Signal wires by layer:
The bar under the picture is 50 um long.
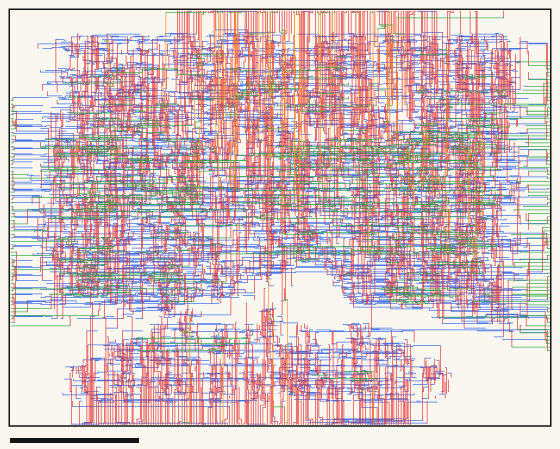
Clock network drawn from the DEF:
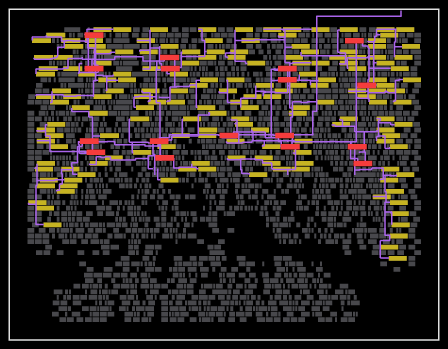
Selected gate families:
The bar under the picture is 50 um long.
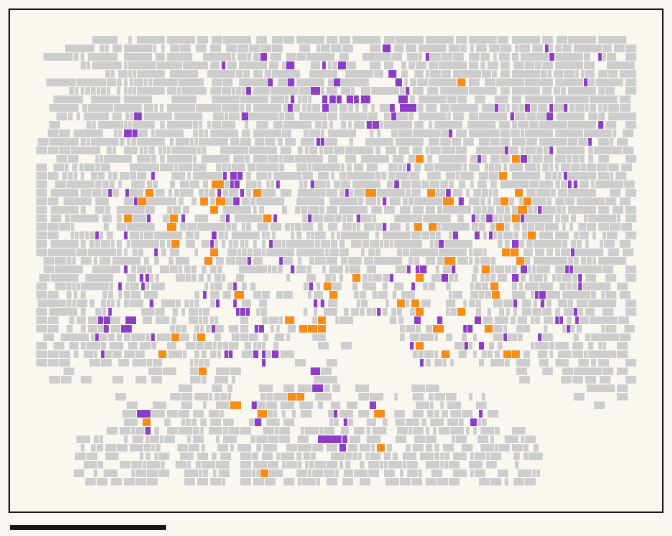
Placement density heat map:
The die is cut into 21 by 16 equal tiles; dark blue is low, red is high, 0 to 100% covered.
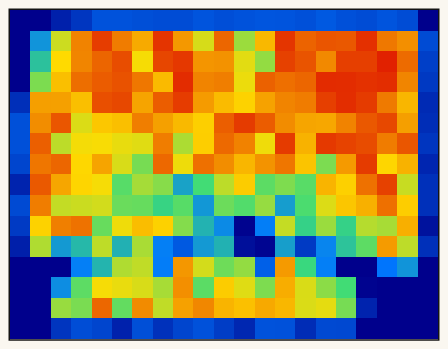
===== config.mk =====
export PLATFORM = sky130hd
export DESIGN_NAME = branch_predict_unit_flat
export DESIGN_NICKNAME = d
export VERILOG_FILES = /design/src/rtl/branch_pkg.sv /design/src/rtl/branch_predict_unit_if.sv /design/src/rtl/bht_table.sv /design/src/rtl/branch_predict_unit.sv /design/src/flat_wrapper.sv
export SDC_FILE = /design/constraint.sdc
export NUM_CORES = 1
export LEC_CHECK = 0
export ABC_AREA = 0
export CORE_ASPECT_RATIO = 0.75
export CORE_MARGIN = 8
export CORE_UTILIZATION = 51
export CTS_CLUSTER_DIAMETER = 30
export DETAILED_ROUTE_END_ITERATION = 7
export GPL_TIMING_DRIVEN = 0
export MAX_ROUTING_LAYER = met4
export PLACE_DENSITY = 0.92
export SLEW_MARGIN = 20
export SYNTH_ARGS = -nofsm -noshare
export SYNTH_HDL_FRONTEND = slang
export SYNTH_SLANG_ARGS = --single-unit

===== constraint.sdc =====
create_clock -name clk -period 7.6 [get_ports clk]
set_input_delay 1.9 -clock clk [delete_from_list [all_inputs] [get_ports clk]]
set_output_delay 1.9 -clock clk [all_outputs]
set_load 0.1 [all_outputs]

===== src/rtl/branch_pkg.sv =====
// Shared definitions for the branch predict unit: funct3 condition encodings,
// resolve FSM states, predictor reset value and statistics counter width.
package branch_pkg;

  localparam logic [2:0] Funct3Beq  = 3'b000;
  localparam logic [2:0] Funct3Bne  = 3'b001;
  localparam logic [2:0] Funct3Blt  = 3'b100;
  localparam logic [2:0] Funct3Bge  = 3'b101;
  localparam logic [2:0] Funct3Bltu = 3'b110;
  localparam logic [2:0] Funct3Bgeu = 3'b111;

  // Weakly not taken.
  localparam logic [1:0] BhtResetVal = 2'b01;

  localparam int unsigned CntWidth = 32;

  typedef enum logic {
    StIdle,
    StFlush
  } bpu_state_e;

  // 010 and 011 are the only unassigned branch conditions.
  function automatic logic funct3_is_illegal(input logic [2:0] funct3);
    return funct3[2:1] == 2'b01;
  endfunction

endpackage


===== src/rtl/branch_predict_unit_if.sv =====
// Bundle between fetch/execute and the branch predict unit.
//   pred_pc/pred_taken         : prediction lookup
//   res_* with res_valid/ready : resolve request handshake
//   out_valid .. flush         : registered resolve result
//   br_count, mispred_count    : saturating statistics
// master = requester side, slave = branch_predict_unit side.
interface branch_predict_unit_if import branch_pkg::*; #(
  parameter int unsigned XLEN = 64
) ();

  logic [XLEN-1:0]     pred_pc;
  logic                pred_taken;

  logic                res_valid;
  logic                res_ready;
  logic                res_branch;
  logic [2:0]          res_funct3;
  logic [XLEN-1:0]     res_a;
  logic [XLEN-1:0]     res_b;
  logic [XLEN-1:0]     res_pc;
  logic [XLEN-1:0]     res_imm;
  logic                res_pred_taken;

  logic                out_valid;
  logic                to_branch;
  logic [XLEN-1:0]     target;
  logic                mispredict;
  logic                illegal_br;
  logic                flush;
  logic [CntWidth-1:0] br_count;
  logic [CntWidth-1:0] mispred_count;

  modport master (
    output pred_pc, res_valid, res_branch, res_funct3, res_a, res_b, res_pc, res_imm,
           res_pred_taken,
    input  pred_taken, res_ready, out_valid, to_branch, target, mispredict, illegal_br,
           flush, br_count, mispred_count
  );

  modport slave (
    input  pred_pc, res_valid, res_branch, res_funct3, res_a, res_b, res_pc, res_imm,
           res_pred_taken,
    output pred_taken, res_ready, out_valid, to_branch, target, mispredict, illegal_br,
           flush, br_count, mispred_count
  );

endinterface


===== src/rtl/bht_table.sv =====
// Branch history table of 2-bit saturating counters.
//   rd_idx/rd_taken : combinational lookup, returns entry MSB
//   wr_en/wr_idx/wr_taken : synchronous saturating inc (taken) or dec
// A read of the index being written returns the pre-update value.
module bht_table import branch_pkg::*; #(
  parameter int unsigned Depth = 16,
  localparam int unsigned IdxW = $clog2(Depth)
) (
  input  logic            clk,
  input  logic            rst_n,
  input  logic [IdxW-1:0] rd_idx,
  output logic            rd_taken,
  input  logic            wr_en,
  input  logic [IdxW-1:0] wr_idx,
  input  logic            wr_taken
);

  logic [1:0] tbl_q [Depth];
  logic [1:0] cur;
  logic [1:0] nxt;

  always_comb begin
    cur = tbl_q[wr_idx];
    nxt = cur;
    if (wr_taken && cur != 2'b11) begin
      nxt = cur + 2'd1;
    end else if (!wr_taken && cur != 2'b00) begin
      nxt = cur - 2'd1;
    end
  end

  always_ff @(posedge clk or negedge rst_n) begin
    if (!rst_n) begin
      for (int unsigned i = 0; i < Depth; i++) begin
        tbl_q[i] <= BhtResetVal;
      end
    end else if (wr_en) begin
      tbl_q[wr_idx] <= nxt;
    end
  end

  assign rd_taken = tbl_q[rd_idx][1];

endmodule


===== src/rtl/branch_predict_unit.sv =====
// Branch predict unit: BHT-based direction prediction plus branch resolution.
//   clk, rst_n : clock, asynchronous active-low reset
//   bus        : slave side of branch_predict_unit_if (lookup, resolve, result, stats)
// A resolve is accepted when res_valid && res_ready; the result appears one cycle
// later. A mispredicting branch stalls resolution for FLUSH_CYCLES cycles.
module branch_predict_unit import branch_pkg::*; #(
  parameter int unsigned XLEN         = 64,
  parameter int unsigned BHT_DEPTH    = 16,
  parameter int unsigned FLUSH_CYCLES = 2
) (
  input logic                  clk,
  input logic                  rst_n,
  branch_predict_unit_if.slave bus
);

  localparam int unsigned IdxW = $clog2(BHT_DEPTH);
  localparam int unsigned FcW  = (FLUSH_CYCLES > 1) ? $clog2(FLUSH_CYCLES) : 1;
  localparam logic [FcW-1:0] FlushLast = FcW'(FLUSH_CYCLES - 1);

  bpu_state_e state_q, state_d;
  logic [FcW-1:0] fcnt_q, fcnt_d;
  logic ready_q;

  logic accept, legal, cond_taken, taken, misp;
  logic [XLEN-1:0] target_d;

  logic out_valid_q, to_branch_q, mispredict_q, illegal_q, flush_q;
  logic [XLEN-1:0] target_q;
  logic [CntWidth-1:0] br_cnt_q, mispred_cnt_q;

  logic unused_pred_pc;
  assign unused_pred_pc = ^{bus.pred_pc[XLEN-1:IdxW+2], bus.pred_pc[1:0]};

  // ready_q keeps res_ready low during reset and until the first edge after release.
  assign bus.res_ready = ready_q && (state_q == StIdle);
  assign accept        = bus.res_valid && bus.res_ready;

  always_comb begin
    cond_taken = 1'b0;
    case (bus.res_funct3)
      Funct3Beq:  cond_taken = bus.res_a == bus.res_b;
      Funct3Bne:  cond_taken = bus.res_a != bus.res_b;
      Funct3Blt:  cond_taken = $signed(bus.res_a) <  $signed(bus.res_b);
      Funct3Bge:  cond_taken = $signed(bus.res_a) >= $signed(bus.res_b);
      Funct3Bltu: cond_taken = bus.res_a <  bus.res_b;
      Funct3Bgeu: cond_taken = bus.res_a >= bus.res_b;
      default:    cond_taken = 1'b0;
    endcase
  end

  // Illegal conditions and non-branches never mispredict, count or train.
  assign legal    = bus.res_branch && !funct3_is_illegal(bus.res_funct3);
  assign taken    = legal && cond_taken;
  assign misp     = legal && (taken != bus.res_pred_taken);
  assign target_d = taken ? bus.res_pc + bus.res_imm : bus.res_pc + XLEN'(4);

  bht_table #(
    .Depth (BHT_DEPTH)
  ) u_bht (
    .clk      (clk),
    .rst_n    (rst_n),
    .rd_idx   (bus.pred_pc[IdxW+1:2]),
    .rd_taken (bus.pred_taken),
    .wr_en    (accept && legal),
    .wr_idx   (bus.res_pc[IdxW+1:2]),
    .wr_taken (taken)
  );

  always_comb begin
    state_d = state_q;
    fcnt_d  = fcnt_q;
    unique case (state_q)
      StIdle: begin
        if (accept && misp) begin
          state_d = StFlush;
          fcnt_d  = '0;
        end
      end
      StFlush: begin
        if (fcnt_q == FlushLast) begin
          state_d = StIdle;
        end else begin
          fcnt_d = fcnt_q + FcW'(1);
        end
      end
      default: state_d = StIdle;
    endcase
  end

  always_ff @(posedge clk or negedge rst_n) begin
    if (!rst_n) begin
      state_q       <= StIdle;
      fcnt_q        <= '0;
      ready_q       <= 1'b0;
      out_valid_q   <= 1'b0;
      flush_q       <= 1'b0;
      to_branch_q   <= 1'b0;
      target_q      <= '0;
      mispredict_q  <= 1'b0;
      illegal_q     <= 1'b0;
      br_cnt_q      <= '0;
      mispred_cnt_q <= '0;
    end else begin
      state_q     <= state_d;
      fcnt_q      <= fcnt_d;
      ready_q     <= 1'b1;
      out_valid_q <= accept;
      flush_q     <= accept && misp;
      if (accept) begin
        to_branch_q  <= taken;
        target_q     <= target_d;
        mispredict_q <= misp;
        illegal_q    <= bus.res_branch && funct3_is_illegal(bus.res_funct3);
        if (legal && br_cnt_q != '1) begin
          br_cnt_q <= br_cnt_q + 1'b1;
        end
        if (misp && mispred_cnt_q != '1) begin
          mispred_cnt_q <= mispred_cnt_q + 1'b1;
        end
      end
    end
  end

  assign bus.out_valid     = out_valid_q;
  assign bus.flush         = flush_q;
  assign bus.to_branch     = to_branch_q;
  assign bus.target        = target_q;
  assign bus.mispredict    = mispredict_q;
  assign bus.illegal_br    = illegal_q;
  assign bus.br_count      = br_cnt_q;
  assign bus.mispred_count = mispred_cnt_q;

endmodule


===== src/flat_wrapper.sv =====
// flat-port wrapper written by rule: the top's interface ports become plain ports
module branch_predict_unit_flat import branch_pkg::*;
#(
  parameter int unsigned XLEN         = 64,
  parameter int unsigned BHT_DEPTH    = 16,
  parameter int unsigned FLUSH_CYCLES = 2
)
  (clk, rst_n, bus_pred_pc, bus_res_valid, bus_res_branch, bus_res_funct3, bus_res_a, bus_res_b, bus_res_pc, bus_res_imm, bus_res_pred_taken, bus_pred_taken, bus_res_ready, bus_out_valid, bus_to_branch, bus_target, bus_mispredict, bus_illegal_br, bus_flush, bus_br_count, bus_mispred_count);
  branch_predict_unit_if #(.XLEN(XLEN)) bus_i ();
  input logic clk;
  input logic rst_n;
  input wire logic [$bits(bus_i.pred_pc)-1:0] bus_pred_pc;
  input wire logic [$bits(bus_i.res_valid)-1:0] bus_res_valid;
  input wire logic [$bits(bus_i.res_branch)-1:0] bus_res_branch;
  input wire logic [$bits(bus_i.res_funct3)-1:0] bus_res_funct3;
  input wire logic [$bits(bus_i.res_a)-1:0] bus_res_a;
  input wire logic [$bits(bus_i.res_b)-1:0] bus_res_b;
  input wire logic [$bits(bus_i.res_pc)-1:0] bus_res_pc;
  input wire logic [$bits(bus_i.res_imm)-1:0] bus_res_imm;
  input wire logic [$bits(bus_i.res_pred_taken)-1:0] bus_res_pred_taken;
  output wire logic [$bits(bus_i.pred_taken)-1:0] bus_pred_taken;
  output wire logic [$bits(bus_i.res_ready)-1:0] bus_res_ready;
  output wire logic [$bits(bus_i.out_valid)-1:0] bus_out_valid;
  output wire logic [$bits(bus_i.to_branch)-1:0] bus_to_branch;
  output wire logic [$bits(bus_i.target)-1:0] bus_target;
  output wire logic [$bits(bus_i.mispredict)-1:0] bus_mispredict;
  output wire logic [$bits(bus_i.illegal_br)-1:0] bus_illegal_br;
  output wire logic [$bits(bus_i.flush)-1:0] bus_flush;
  output wire logic [$bits(bus_i.br_count)-1:0] bus_br_count;
  output wire logic [$bits(bus_i.mispred_count)-1:0] bus_mispred_count;
  assign bus_i.pred_pc = bus_pred_pc;
  assign bus_i.res_valid = bus_res_valid;
  assign bus_i.res_branch = bus_res_branch;
  assign bus_i.res_funct3 = bus_res_funct3;
  assign bus_i.res_a = bus_res_a;
  assign bus_i.res_b = bus_res_b;
  assign bus_i.res_pc = bus_res_pc;
  assign bus_i.res_imm = bus_res_imm;
  assign bus_i.res_pred_taken = bus_res_pred_taken;
  assign bus_pred_taken = bus_i.pred_taken;
  assign bus_res_ready = bus_i.res_ready;
  assign bus_out_valid = bus_i.out_valid;
  assign bus_to_branch = bus_i.to_branch;
  assign bus_target = bus_i.target;
  assign bus_mispredict = bus_i.mispredict;
  assign bus_illegal_br = bus_i.illegal_br;
  assign bus_flush = bus_i.flush;
  assign bus_br_count = bus_i.br_count;
  assign bus_mispred_count = bus_i.mispred_count;
  branch_predict_unit #(.XLEN(XLEN), .BHT_DEPTH(BHT_DEPTH), .FLUSH_CYCLES(FLUSH_CYCLES)) u_core (.clk(clk), .rst_n(rst_n), .bus(bus_i));
endmodule

==> impl_metrics.yaml <==
# flow metrics
synthesis:
  simple_gate_area_share_pct: 21.7
  syn_avg_cell_area_sq_um: 8.30
  synth.distinct_cells: 73
  top_logic_kind: "simple AND/OR/NAND/NOR gates"
  edf_count: 0
  yosys-stat-area_sq_um: 14200
  yosys.area_share.aoi_pct: 17.6
  top_cell: "nand2_1"
  syn-num-nets: 2174
  synth_xor_xnor_area_share_pct: 11.0
  synth_top_cell_by_area: "dfrtp_1"
  synthArstFlopShare_pct: 100
  ys_cells: 1710
  yosysTopAreaCellShare_pct: 26.8
  mux_area_share_pct: 3.60
  synth_warnings: 0
  syn-instance-count: 1710
  ys_seq_share_pct: 29.7
power_and_ir_drop:
  comb_power_share_pct: 47.2
  pwr-share-seq_pct: 29.2
  vdd_drop_max_mv: 0.230
  switching_share_pct: 45.3
  power_switching_mw: 1.69
  total_power_mw: 3.73
  p_per_area_nw_per_um2: 193
  comb_power_mw: 1.76
  top_power_group: "combinational logic"
grt:
  grt-ovfl-total: 0
  gr-usage-met3_pct: 7.93
  busiest_layer: "met2"
critical_path:
  critPathBufInv: 2
  crit-reg2reg-launch: "u_core.state_q"
  critPathTopFamily: "buffers and inverters"
  worstSetupEndpointType: "output port"
  crit_type: "in2out"
  crit_slowest_cell: "clkdlybuf4s50_1"
  worstPathArrival_ns: 4.53
  path_depth: 4
floorplan:
  nWellTaps: 357
  boundaryPins: 463
  die_y_um: 161
final_timing:
  relSlewSlack_pct: 27.1
  timing.final.max_slew_violations: 0
  rsz0062_at_grt: "no"
  fin_crit_ns: 6.43
  worstMarginPinSlew_ns: 1.09
layout:
  syn_to_final_growth_pct: 35.9
  largest_reg_flops: 64
  clock_cell_area_share_pct: 2.98
  nNetsFinal: 2596
  flops: 168
  n_all_inverters: 89
  sh_seq_area_pct: 21.9
  final_cell_mix: "clkdlybuf4s50_1 (401), nand2_1 (251), dfrtp_1 (152)"
  stdcell_area_sq_um: 19300
  antenna_cells: 9
  logic_area_sq_um: 9370
  nClkBuffers: 19
drt:
  drt-initial-drc-count: 1471
  met2_length_um: 24500
  drc_errors: 0
  wl_met1_um: 22700
  dr.max_layer_used: "met4"
  wl_met3_um: 6010
cts:
  cts_tree: "done"
  cts.sinks: 168
  holdBufCountCts: 0
  cts_made_buffers: 17
placed_design:
  io_buffers: 402
  dp_slack_ns: 1.15
  place.gp.congestion: 1.00
run_status:
  outcome: "finished, final reports clean"
min_path:
  hp-start: "u_core.bus.to_branch"
Back to the opening pictures, 'signal wires by layer':
- metal 4: orange (wire length 2250 um)
- metal 3: green (wire length 6010 um)
- metal 1: blue (wire length 22.7 mm)
- metal 2: red (wire length 24.5 mm)
DR WL/cell: 22.1 um
DR vias: 15.4k
Detailed Route WL: 55500 um
total track usage: 32.8%

Back to the opening pictures, 'clock network drawn from the DEF':
- clock wires: purple (length 2220 um)
- flip-flops: yellow (count 168)
- clock drivers: red (count 17)
- routed clock nets: 18
clk_skew: 0.00864 ns
Insertion Delay late pin: 0.45 ns
Clk. pwr: 0.881 mW
Clk pwr share: 23.6%

Back to the opening pictures, 'selected gate families':
- nor cells: purple (cells 184; most used nor2_1)
- non-inverting ao/oa cells: orange (cells 69; most used a21o_1)
final non-filler cell total: 2511
Comb area share: 48.5%
most frequent logic cell in the layout: clkdlybuf4s50_1

Back to the opening pictures, 'placement density heat map':
- fullest tile: 96%
- mean over tiles: 56%
- nearly empty tiles: 9.2%
- tiles over 75% full: 43%
- emptiest ninth of the die: bottom right
FP Core Util: 51.2%
Core Util, Final: 69.6%
Core Region: 27700 sq um

Power and IR drop assume default switching activity.
